## src/rtl/ws2812_rx_if.sv

```systemverilog
// Decoded-output bundle of the WS2812 receiver: word/frame strobes and error status.
interface ws2812_rx_if;
   logic [23:0] data_out;
   logic        data_valid;
   logic        frame_end;
   logic [15:0] frame_pixels;
   logic        err;
   logic [7:0]  err_count;

   modport master (
      output data_out, data_valid, frame_end, frame_pixels, err, err_count
   );

   modport slave (
      input data_out, data_valid, frame_end, frame_pixels, err, err_count
   );
endinterface

```

## src/rtl/ws2812_rx.sv

```systemverilog
// WS2812 single-wire decoder: measures high time per pulse, rebuilds 24-bit GRB words.
// Optional saturating error counter enabled by defining WS2812_RX_ERRCNT_EN.
module ws2812_rx #(
   parameter int unsigned BIT_THRESH_CYC = 30,
   parameter int unsigned MIN_HIGH_CYC   = 8,
   parameter int unsigned MAX_HIGH_CYC   = 60,
   parameter int unsigned LATCH_CYC      = 2500
) (
   input  logic        clk,
   input  logic        reset,
   input  logic        din,
   ws2812_rx_if.master bus
);

   localparam int unsigned HCW = $clog2(MAX_HIGH_CYC + 2);
   localparam int unsigned LCW = $clog2(LATCH_CYC + 1);

   localparam logic [HCW-1:0] THRESH_H = HCW'(BIT_THRESH_CYC);
   localparam logic [HCW-1:0] MIN_H    = HCW'(MIN_HIGH_CYC);
   localparam logic [HCW-1:0] MAX_H    = HCW'(MAX_HIGH_CYC);
   localparam logic [HCW-1:0] SAT_H    = HCW'(MAX_HIGH_CYC + 1);
   localparam logic [LCW-1:0] LATCH_L  = LCW'(LATCH_CYC);

   localparam logic [1:0] ST_WAIT_LATCH = 2'd0;
   localparam logic [1:0] ST_IDLE       = 2'd1;
   localparam logic [1:0] ST_HIGH       = 2'd2;
   localparam logic [1:0] ST_LOW        = 2'd3;

   logic            sync1_q, s_din_q, prev_q;
   logic [1:0]      state_q, state_d;
   logic [HCW-1:0]  high_cnt_q, high_cnt_d;
   logic [LCW-1:0]  low_cnt_q, low_cnt_d;
   logic [4:0]      bit_cnt_q, bit_cnt_d;
   logic [22:0]     shift_q, shift_d;
   logic [15:0]     pix_cnt_q, pix_cnt_d;
   logic [23:0]     data_out_q, data_out_d;
   logic            data_valid_q, data_valid_d;
   logic            frame_end_q, frame_end_d;
   logic [15:0]     frame_pixels_q, frame_pixels_d;
   logic            err_q, err_d;

   logic            rise, fall, bit_val;
   logic [LCW-1:0]  low_inc;
   logic [HCW-1:0]  high_inc;
   logic [15:0]     pix_inc;

   always_ff @(posedge clk) begin
      if (reset) begin
         sync1_q <= 1'b0;
         s_din_q <= 1'b0;
         prev_q  <= 1'b0;
      end else begin
         sync1_q <= din;
         s_din_q <= sync1_q;
         prev_q  <= s_din_q;
      end
   end

   always_comb begin
      rise     = s_din_q & ~prev_q;
      fall     = ~s_din_q & prev_q;
      bit_val  = (high_cnt_q >= THRESH_H);
      low_inc  = (low_cnt_q == LATCH_L) ? low_cnt_q : low_cnt_q + 1'b1;
      high_inc = (high_cnt_q == SAT_H) ? high_cnt_q : high_cnt_q + 1'b1;
      pix_inc  = (pix_cnt_q == 16'hFFFF) ? pix_cnt_q : pix_cnt_q + 16'd1;

      state_d        = state_q;
      high_cnt_d     = high_cnt_q;
      low_cnt_d      = low_cnt_q;
      bit_cnt_d      = bit_cnt_q;
      shift_d        = shift_q;
      pix_cnt_d      = pix_cnt_q;
      data_out_d     = data_out_q;
      data_valid_d   = 1'b0;
      frame_end_d    = 1'b0;
      frame_pixels_d = frame_pixels_q;
      err_d          = 1'b0;

      case (state_q)
         ST_WAIT_LATCH: begin
            if (s_din_q) begin
               low_cnt_d = '0;
            end else if (low_inc == LATCH_L) begin
               low_cnt_d = '0;
               state_d   = ST_IDLE;
            end else begin
               low_cnt_d = low_inc;
            end
         end

         ST_IDLE: begin
            if (rise) begin
               high_cnt_d = HCW'(1);
               state_d    = ST_HIGH;
            end
         end

         ST_HIGH: begin
            // Overlong check precedes the falling edge so a pulse of MAX+1 is an error either way.
            if (high_cnt_q > MAX_H) begin
               err_d     = 1'b1;
               bit_cnt_d = '0;
               shift_d   = '0;
               low_cnt_d = '0;
               state_d   = ST_WAIT_LATCH;
            end else if (fall) begin
               low_cnt_d = '0;
               state_d   = ST_LOW;
               if (high_cnt_q < MIN_H) begin
                  err_d = 1'b1;
               end else if (bit_cnt_q == 5'd23) begin
                  data_out_d   = {shift_q, bit_val};
                  data_valid_d = 1'b1;
                  bit_cnt_d    = '0;
                  shift_d      = '0;
                  pix_cnt_d    = pix_inc;
               end else begin
                  shift_d   = {shift_q[21:0], bit_val};
                  bit_cnt_d = bit_cnt_q + 5'd1;
               end
            end else begin
               high_cnt_d = high_inc;
            end
         end

         default: begin
            if (rise) begin
               high_cnt_d = HCW'(1);
               state_d    = ST_HIGH;
            end else if (low_inc == LATCH_L) begin
               frame_end_d    = 1'b1;
               frame_pixels_d = pix_cnt_q;
               pix_cnt_d      = '0;
               low_cnt_d      = '0;
               state_d        = ST_IDLE;
               if (bit_cnt_q != 5'd0) begin
                  err_d     = 1'b1;
                  bit_cnt_d = '0;
                  shift_d   = '0;
               end
            end else begin
               low_cnt_d = low_inc;
            end
         end
      endcase
   end

   always_ff @(posedge clk) begin
      if (reset) begin
         state_q        <= ST_WAIT_LATCH;
         high_cnt_q     <= '0;
         low_cnt_q      <= '0;
         bit_cnt_q      <= '0;
         shift_q        <= '0;
         pix_cnt_q      <= '0;
         data_out_q     <= '0;
         data_valid_q   <= 1'b0;
         frame_end_q    <= 1'b0;
         frame_pixels_q <= '0;
         err_q          <= 1'b0;
      end else begin
         state_q        <= state_d;
         high_cnt_q     <= high_cnt_d;
         low_cnt_q      <= low_cnt_d;
         bit_cnt_q      <= bit_cnt_d;
         shift_q        <= shift_d;
         pix_cnt_q      <= pix_cnt_d;
         data_out_q     <= data_out_d;
         data_valid_q   <= data_valid_d;
         frame_end_q    <= frame_end_d;
         frame_pixels_q <= frame_pixels_d;
         err_q          <= err_d;
      end
   end

`ifdef WS2812_RX_ERRCNT_EN
   logic [7:0] err_count_q, err_count_d;

   always_comb begin
      err_count_d = err_count_q;
      if (err_d && err_count_q != 8'hFF) begin
         err_count_d = err_count_q + 8'd1;
      end
   end

   always_ff @(posedge clk) begin
      if (reset) begin
         err_count_q <= '0;
      end else begin
         err_count_q <= err_count_d;
      end
   end

   assign bus.err_count = err_count_q;
`else
   assign bus.err_count = '0;
`endif

   assign bus.data_out     = data_out_q;
   assign bus.data_valid   = data_valid_q;
   assign bus.frame_end    = frame_end_q;
   assign bus.frame_pixels = frame_pixels_q;
   assign bus.err          = err_q;

endmodule

```

## src/flat_wrapper.sv

```systemverilog
// flat-port wrapper written by rule: the top's interface ports become plain ports
module ws2812_rx_flat 
#(
   parameter int unsigned BIT_THRESH_CYC = 30,
   parameter int unsigned MIN_HIGH_CYC   = 8,
   parameter int unsigned MAX_HIGH_CYC   = 60,
   parameter int unsigned LATCH_CYC      = 2500
)
  (clk, reset, din, bus_data_out, bus_data_valid, bus_frame_end, bus_frame_pixels, bus_err, bus_err_count);
  ws2812_rx_if bus_i ();
  input  logic clk;
  input  logic reset;
  input  logic din;
  output wire logic [$bits(bus_i.data_out)-1:0] bus_data_out;
  output wire logic [$bits(bus_i.data_valid)-1:0] bus_data_valid;
  output wire logic [$bits(bus_i.frame_end)-1:0] bus_frame_end;
  output wire logic [$bits(bus_i.frame_pixels)-1:0] bus_frame_pixels;
  output wire logic [$bits(bus_i.err)-1:0] bus_err;
  output wire logic [$bits(bus_i.err_count)-1:0] bus_err_count;
  assign bus_data_out = bus_i.data_out;
  assign bus_data_valid = bus_i.data_valid;
  assign bus_frame_end = bus_i.frame_end;
  assign bus_frame_pixels = bus_i.frame_pixels;
  assign bus_err = bus_i.err;
  assign bus_err_count = bus_i.err_count;
  ws2812_rx #(.BIT_THRESH_CYC(BIT_THRESH_CYC), .MIN_HIGH_CYC(MIN_HIGH_CYC), .MAX_HIGH_CYC(MAX_HIGH_CYC), .LATCH_CYC(LATCH_CYC)) u_core (.clk(clk), .reset(reset), .din(din), .bus(bus_i));
endmodule
```

## config.mk

```make
export PLATFORM = sky130hd
export DESIGN_NAME = ws2812_rx_flat
export DESIGN_NICKNAME = d
export VERILOG_FILES = /design/src/rtl/ws2812_rx_if.sv /design/src/rtl/ws2812_rx.sv /design/src/flat_wrapper.sv
export SDC_FILE = /design/constraint.sdc
export NUM_CORES = 1
export LEC_CHECK = 0
export CORE_ASPECT_RATIO = 0.6
export CORE_MARGIN = 4
export CORE_UTILIZATION = 57
export DETAILED_ROUTE_END_ITERATION = 6
export MAX_ROUTING_LAYER = met4
export PLACE_DENSITY_LB_ADDON = 0.08
export SYNTH_ARGS = -nofsm -noshare
export SYNTH_HDL_FRONTEND = slang
export SYNTH_SLANG_ARGS = --single-unit
```

## constraint.sdc

```tcl
create_clock -name clk -period 2.6 [get_ports clk]
set_input_delay 0.26 -clock clk [delete_from_list [all_inputs] [get_ports clk]]
set_output_delay 0.26 -clock clk [all_outputs]
set_load 0.05 [all_outputs]
```

io_placement.png
Drawn at 4 px/micron. Pins as bars across the die edge, other pins in grey.
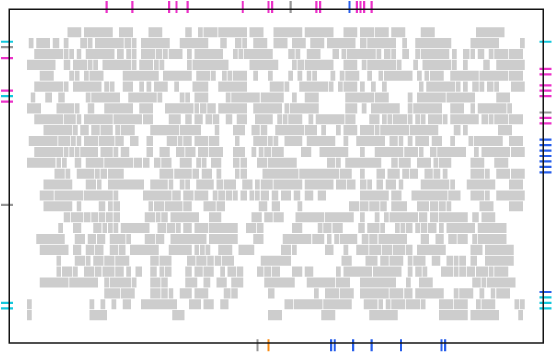
[magenta] bus_data_out | pins: 24 | direction: output | edge: 14 north, 7 east, 3 west
[blue] bus_frame_pixels | pins: 16 | direction: output | edge: 8 east, 7 south, 1 north
[orange] reset | pins: 1 | direction: input | edge: south
[cyan] bus_err_count | pins: 8 | direction: output | edge: 4 east, 4 west
all pins by edge: 20 east, 16 north, 9 west, 9 south
Die H: 83.1 microns
Die X: 133 microns

flops_by_reg.png
Drawn at 3 px/micron. Other sequential cells in the stronger grey, the rest of the logic in the fainter grey.
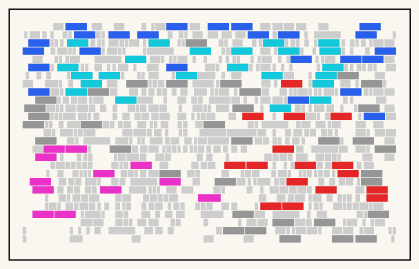
[blue] u_core.bus.data_out | sequential cells: 24
[magenta] u_core.low_cnt_q | sequential cells: 12
[red] u_core.pix_cnt_q | sequential cells: 16
[cyan] u_core.shift_q | sequential cells: 23
not coloured: 35
sequential power: 1.77 mW
register area: 0.00220 sq mm
Seq area share: 34.5%
final cell utilization of the core: 69.7%

logic_types.png
Drawn at 3 px/micron.
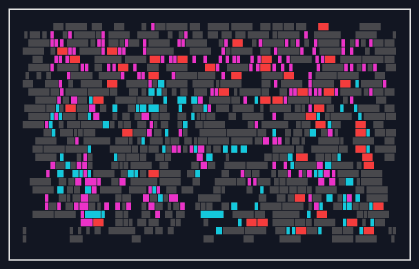
[red] multiplexers | cells: 44 | where: all over the die
[magenta] NAND gates | cells: 166 | where: all over the die
[cyan] NOR gates | cells: 85
most numerous logic cell after layout: nand2_1
multi-input combinational area share: 44.9%
final cell count without fillers: 838

## per-stage QoR
| stage | setup slack, ns | util (%) | std cells | power (mW) | cell area [sq um] |
|---|---|---|---|---|---|
| global placement | 0.0808 | 65.8 | 821 | 2.69 | 6030 |
| floorplan | 0.159 | - | 657 | 2.44 | 5380 |
| global route | 0.0182 | 69.7 | 838 | 4.28 | 6380 |
| detailed placement | 0.0146 | 65.8 | 821 | 2.71 | 6030 |
| finish | 0.0885 | 69.7 | 838 | 4.10 | 6380 |
| CTS | 0.00657 | 69.1 | 837 | 4.07 | 6330 |
## cell type report
cell class	count	share of cell area, %
sequential	110	34.5
multi-input combinational	473	44.9
clock inverter	7	1.14
tap	130	2.55
inverter	30	1.77
clock buffer	9	3.53
timing repair buffer	79	11.6
## state kept, by name, summed over array words and instances, names as in the netlist
name                     cells
u_core.bus.data_out         24
u_core.shift_q              23
u_core.bus.frame_pixels     16
u_core.pix_cnt_q            16
u_core.low_cnt_q            12
u_core.high_cnt_q            6
u_core.bit_cnt_q             5
u_core.state_q               2
u_core.bus.data_valid        1
u_core.bus.err               1
u_core.bus.frame_end         1
u_core.prev_q                1
u_core.s_din_q               1
u_core.sync1_q               1
## critical path, stage by stage, from the launching register on
cell	delay, ns
dfxtp_1	0.39
buf_4	0.20
nand2_1	0.08
or2_1	0.29
o311a_1	0.39
or3_4	0.45
a21oi_4	0.24
buf_12	0.19
mux2i_1	0.21
## power breakdown
part,internal [mW],leakage (nW),switching (mW),total (mW)
logic,0.343,1.08,0.607,0.950
registers,1.72,0.887,0.0482,1.77
clock network,0.685,0.144,0.689,1.37
## path summary, 6_finish.rpt
kind / slack [ns] / from / to / cells past startpoint
setup reg to reg: 0.09 / u_core.low_cnt_q[0] / u_core.shift_q[22] / 8
setup / recovery: 0.09 / u_core.low_cnt_q[0] / u_core.shift_q[22] / 8
hold / removal: 0.31 / reset / u_core.pix_cnt_q[14] / 4
hold reg to reg: 0.46 / u_core.bus.data_out[5] / u_core.bus.data_out[5] / 2
## layer usage
metal | vias up | share of wire [%]
met5 | - | 0
met4 | 0 | 1.1
met3 | 17 | 6.5
met2 | 182 | 44
met1 | 2279 | 49
li1 | 2369 | -
## kinds of logic (layout without fill, tap and decap cells)
logic type                 after synthesis  count (layout)  synth area share [%]
AOI/OAI and AO/OA                      127             127                  15.7
DFF                                    110             110                  41.1
xor gates and xnor gates                 4               4                 0.654
buffers and inverters                   74             125                  7.06
other                                    1               8                0.0700
adders and majority gates               13              13                  3.04
and+or+nand+nor                        277             277                  24.2
muxes                                   44              44                  8.25
## cells in the mapped netlist, drive strengths merged, types with 3 or more instances
cell type  instances  area [sq um]
a21oi             45           233
or2                3          18.8
nor2              53           201
or3                7          43.8
clkbuf            23          86.3
a31oi             13          81.3
o21ai             22           110
nand2b             5          31.3
nor4               8          50.1
ha                13           163
and3               4          25.0
o32ai             11          96.3
nor3              12          60.1
o22ai              4          25.0
inv               29           109
o211ai             4          30.0
dfxtp            110          2200
nor2b              9          56.3
nand2            127           477
xor2               4          35.0
nand4             10          62.6
nand3             18          90.1
or4                5          37.5
mux2i             43           430
o311ai             3          26.3
buf               21           179
==> notes.md <==
run results: critical path class reg -> reg, Mean Syn Cell Area about 8.2 sq um, Skew-Pair Late Insertion Delay ~0.36 ns, global-route layer with the greatest usage met2, status finished with violations, Post-synth seq share between 40% and 50%, Final Max-Slew Violation Tally 0, min cycle time layout approximately 2.5 ns, YS warnings 0, Site Rows 27, Synth Flop Type dfxtp_1, Routed Antenna Nets 0, number of global-route vias before repair between 4k and 5k, global-route wire length before repair about 22,000 microns, Post-Syn Instances between 600 and 700, # DRC 2, failing checks design-rule violations, Total Routing Usage GR 24.4%, Final Hold Vio Count 0, Fin Hold WS ~0.31 ns, Post-Syn Area roughly 0.0054 sq mm, Highest Clock Rate around 400 MHz, Tool Warnings 34, FF+latch count, synth ~110, Core Util at FP about 58%, arrival time at the worst endpoint around 2.8 ns, period utilization 96.6%
Power is estimated from default activity; no workload was simulated.
